**Sequential cells coloured by netlist name**

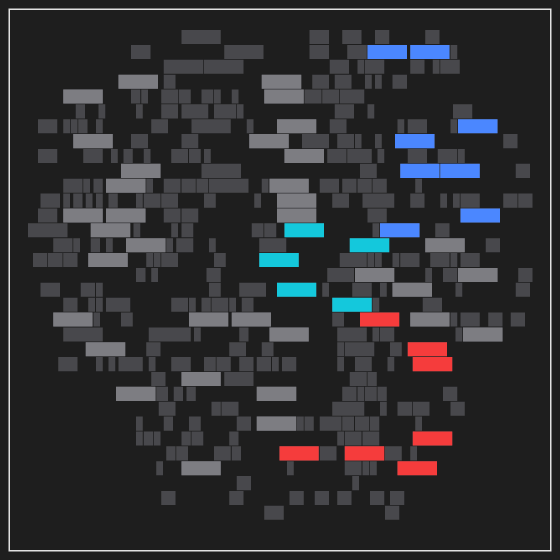
**Congestion heat map**

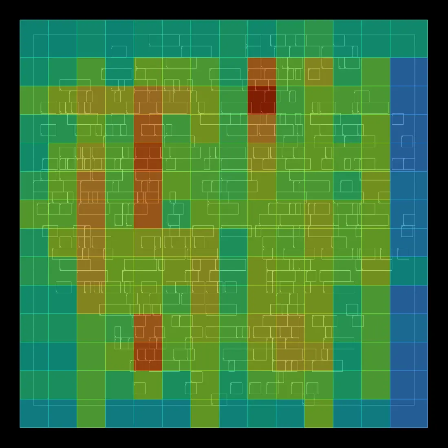
--- config.mk ---
export PLATFORM = sky130hd
export DESIGN_NAME = mem_march_ctrl
export DESIGN_NICKNAME = d
export VERILOG_FILES = /design/src/rtl/mem_march_ctrl.sv
export SDC_FILE = /design/constraint.sdc
export NUM_CORES = 1
export LEC_CHECK = 0
export ABC_CLOCK_PERIOD_IN_PS = 2800
export CAP_MARGIN = 10
export CORE_MARGIN = 3
export CORE_UTILIZATION = 27
export DETAILED_ROUTE_END_ITERATION = 8
export PLACE_DENSITY = 0.47
export SLEW_MARGIN = 40
export SYNTH_ARGS = -nofsm -noshare
export SYNTH_HDL_FRONTEND = slang
export SYNTH_SLANG_ARGS = --single-unit
export TNS_END_PERCENT = 50
--- constraint.sdc ---
create_clock -name clk -period 2.8 [get_ports clk]
set_input_delay 0.56 -clock clk [delete_from_list [all_inputs] [get_ports clk]]
set_output_delay 0.56 -clock clk [all_outputs]
set_load 0.1 [all_outputs]
--- src/rtl/mem_march_ctrl.sv ---
// mem_march_ctrl: four-phase march (W0 P, R0 P, W1 ~P, R1 ~P) over a single-port
// synchronous RAM with registered read data; reports pass, error count and first failure.
module mem_march_ctrl #(
   parameter int ADDR_W = 5,
   parameter int DATA_W = 8
) (
   input  logic              clk,
   input  logic              rst,
   input  logic              start,
   input  logic [DATA_W-1:0] pattern,
   input  logic              mode,
   output logic              busy,
   output logic              done,
   output logic              pass,
   output logic [ADDR_W+1:0] err_count,
   output logic [ADDR_W-1:0] first_err_addr,
   output logic              first_err_phase,
   output logic [DATA_W-1:0] first_err_data,
   output logic              mem_we,
   output logic              mem_re,
   output logic [ADDR_W-1:0] mem_addr,
   output logic [DATA_W-1:0] mem_wdata,
   input  logic [DATA_W-1:0] mem_rdata
);
   typedef enum logic [2:0] {IDLE, W0, R0, W1, R1, DRAIN, DONE} state_t;
   state_t            state_q, state_d;
   logic [ADDR_W-1:0] cnt_q, cnt_d;
   logic [DATA_W-1:0] pat_q, pat_d;
   logic              mode_q, mode_d;
   logic              pass_q, pass_d;
   logic [ADDR_W+1:0] err_q, err_d;
   logic [ADDR_W-1:0] fa_q, fa_d;
   logic              fp_q, fp_d;
   logic [DATA_W-1:0] fd_q, fd_d;
   logic              cmp_v_q;
   logic [ADDR_W-1:0] cmp_addr_q;
   logic              cmp_ph_q;
   logic [DATA_W-1:0] cmp_exp_q;
   logic              in_phase, last, accept, inv, mismatch;
   logic [DATA_W-1:0] exp_val;
   always_comb begin
      in_phase = state_q == W0 || state_q == R0 || state_q == W1 || state_q == R1;
      last     = cnt_q == ADDR_W'((1 << ADDR_W) - 1);
      accept   = state_q == IDLE && start;
      inv      = state_q == W1 || state_q == R1;
      exp_val  = (mode_q ? pat_q ^ DATA_W'(cnt_q) : pat_q) ^ {DATA_W{inv}};
      mem_we   = state_q == W0 || state_q == W1;
      mem_re   = state_q == R0 || state_q == R1;
      mem_addr = cnt_q;
      mem_wdata = mem_we ? exp_val : '0;
      busy     = in_phase || state_q == DRAIN;
      done     = state_q == DONE;
      mismatch = cmp_v_q && mem_rdata != cmp_exp_q;
   end
   always_comb begin
      state_d = state_q;
      case (state_q)
         IDLE:    state_d = start ? W0 : IDLE;
         W0:      state_d = last ? R0 : W0;
         R0:      state_d = last ? W1 : R0;
         W1:      state_d = last ? R1 : W1;
         R1:      state_d = last ? DRAIN : R1;
         DRAIN:   state_d = DONE;
         default: state_d = IDLE;
      endcase
      cnt_d  = in_phase ? cnt_q + 1'b1 : '0;
      pat_d  = accept ? pattern : pat_q;
      mode_d = accept ? mode : mode_q;
      err_d  = accept ? '0 : err_q + {{(ADDR_W+1){1'b0}}, mismatch};
      // first-failure capture only while no earlier mismatch exists this run
      fa_d   = accept ? '0 : (mismatch && err_q == '0) ? cmp_addr_q : fa_q;
      fp_d   = accept ? 1'b0 : (mismatch && err_q == '0) ? cmp_ph_q : fp_q;
      fd_d   = accept ? '0 : (mismatch && err_q == '0) ? mem_rdata : fd_q;
      pass_d = accept ? 1'b0 : state_q == DRAIN ? err_d == '0 : pass_q;
   end
   always_ff @(posedge clk) begin
      if (rst) begin
         state_q    <= IDLE;
         cnt_q      <= '0;
         pat_q      <= '0;
         mode_q     <= 1'b0;
         pass_q     <= 1'b0;
         err_q      <= '0;
         fa_q       <= '0;
         fp_q       <= 1'b0;
         fd_q       <= '0;
         cmp_v_q    <= 1'b0;
         cmp_addr_q <= '0;
         cmp_ph_q   <= 1'b0;
         cmp_exp_q  <= '0;
      end else begin
         state_q    <= state_d;
         cnt_q      <= cnt_d;
         pat_q      <= pat_d;
         mode_q     <= mode_d;
         pass_q     <= pass_d;
         err_q      <= err_d;
         fa_q       <= fa_d;
         fp_q       <= fp_d;
         fd_q       <= fd_d;
         cmp_v_q    <= mem_re;
         cmp_addr_q <= cnt_q;
         cmp_ph_q   <= state_q == R1;
         cmp_exp_q  <= exp_val;
      end
   end
   assign pass            = pass_q;
   assign err_count       = err_q;
   assign first_err_addr  = fa_q;
   assign first_err_phase = fp_q;
   assign first_err_data  = fd_q;
endmodule

==> qor.yml <==
area_delta_synth_final_pct: 39.4
synth_area_mm2: 0.00232
postCtsSetupBuffers: 0
postRouteWirelength_um: 5390
status: "completed"
period_used_share: 0.935
drtIter0Drc: 22
yosysChipArea_mm2: 0.00232
dr_total_vias: 1838
endpoint_kind: "flip-flop"
hold_ws_ns: 0.452
fin_crit_ns: 2.62
logic_family: "simple AND/OR/NAND/NOR gates"
cp_max_fo: 3
avgSynthCellArea_um2: 8.74
final_common_cell: "nand2_1"
clkSinkCount: 54
ctsRootBufferMaster: "clkbuf_8"
ys_cells: 266
tightest_slew_ns: 0.612
fin_util: 0.390
ios: 59
cts_buffer_depth: 2
crit_required_ns: 3.04
layout_top_cells: "55 x nand2_1, 54 x dfxtp_1, 43 x buf_4, 28 x nor2_1, 20 x xor2_1"
fp_nets: 290
drtPass1Iterations: 4
cts_max_level: 2
cts-resized-gates: 1
grt_start_max_net_pins: 31
yosys.area.top_type: "dfxtp_1"
ant_nets: 0
synth.area.mux_share: 0.0646
gp_congestion: 0.743
die_area_mm2: 0.00976
skew_ns: 0.00526
cts_tree: "built"
hpwl_um: 4080
ys_sh_simple: 0.234
crit_buf_inv: 1
totalPowerFinal_uw: 1440
yosys-top-cells-count: "55 x nand2_1, 54 x dfxtp_1, 36 x nor2_1"
via_per_inst: 4.22
cp_cell_sequence: "clkdlybuf4s50_1 -> xor2_1 -> nor4_2 -> a21boi_1 -> ha_2 -> and4_1 -> a211o_1 -> a2111o_1 -> a21oi_1"
layout-drive-gt1-share: 0.239
clk_latency_ns: 0.30
edf_count: 0
yosysSeqAreaShare: 0.465
synthArstFlopShare: 0
grt_pass1_wl_um: 9180
numCtsBuffers: 5
slew_viol_final: 0
core_area_mm2: 0.00830
hold_viol_final: 0
rows: 33
path_class: "input port to flip-flop"
antenna_found_initial: 0
yosys_most_used_dff: "dfxtp_1"
setup_ws_ns: 0.183
overflow: 0
crit_family: "AND-OR/OR-AND gates"
power_density_mw_per_mm2: 443
dp_slack_ns: -0.355
clk_pin_slew_ns: 0.10
p_leak_uw: 0.00127
compound_area_frac: 0.0684
fillCellCount: 845
tool_warnings: 27
hold_path.class: "flip-flop to flip-flop"
max_clock_freq_ghz: 0.382
finalSetupViolCount: 0
slew_headroom: 0.591
rsz0062_at_grt: "false"
drc: 0
most_common_cell: "nand2_1"
About 'sequential cells coloured by netlist name':
legend:
  cyan:
    signal: cmp_addr_q
    placed_flops: 5
    where: middle
  blue:
    signal: first_err_data
    placed_flops: 8
  red:
    signal: err_count
    placed_flops: 7
    where: bottom right
not coloured: 34

About 'congestion heat map':
gr busiest metal: met2
GRT Util Overall: 0.115
met1 usage: 0.163
wire length per cell: 12.4 um

-- final timing paths --
| check | startpoint | end | slack (ns) | depth (start not counted) |
|---|---|---|---|---|
| worst max register to register | cmp_exp_q[1] | pass | 0.63 | 8 |
| worst max-delay path | mem_rdata[1] | pass | 0.18 | 9 |
| worst min register to register | cmp_addr_q[0] | first_err_addr[0] | 0.45 | 2 |
| worst min-delay path | cmp_addr_q[0] | first_err_addr[0] | 0.45 | 2 |
-- layout make-up --
| class | count | area [um^2] | area share |
|---|---|---|---|
| Clock buffer | 6 | 82.6 | 0.0255 |
| Clock inverter | 2 | 12.5 | 0.00386 |
| Inverter | 3 | 11.3 | 0.00347 |
| Multi-Input combinational cell | 195 | 1230 | 0.379 |
| Sequential cell | 54 | 1080 | 0.334 |
| Tap cell | 105 | 131 | 0.0405 |
| Timing Repair Buffer | 71 | 693 | 0.214 |
-- report_power, final --
| group | internal (uW) | total, uW | switching, uW |
|---|---|---|---|
| logic | 74.9 | 189 | 114 |
| clock network | 199 | 452 | 253 |
| registers | 782 | 795 | 12.7 |
-- worst reg2reg max path, stage by stage, from the launching register on --
cell      delay [ns]
dfxtp_1         0.32
xor2_1          0.14
nor4_2          0.33
a21boi_1        0.14
ha_2            0.20
and4_1          0.17
a211o_1         0.29
a2111o_1        0.40
a21oi_1         0.12
-- metal layers --
metal,up-vias,global-route usage,share of wire
met2,38,0.176,0.43
met5,-,0,0
li1,987,-,-
met3,6,0.0276,0.040
met4,0,0.0294,0.011
met1,807,0.163,0.52
-- per-stage QoR --
stage | instance area, um^2 | TNS, ns
global placement | 3110 | -0.305
CTS | 3220 | 0
global route | 3240 | 0
floorplan | 2350 | -0.175
finish | 3240 | 0
detailed placement | 3120 | -0.378
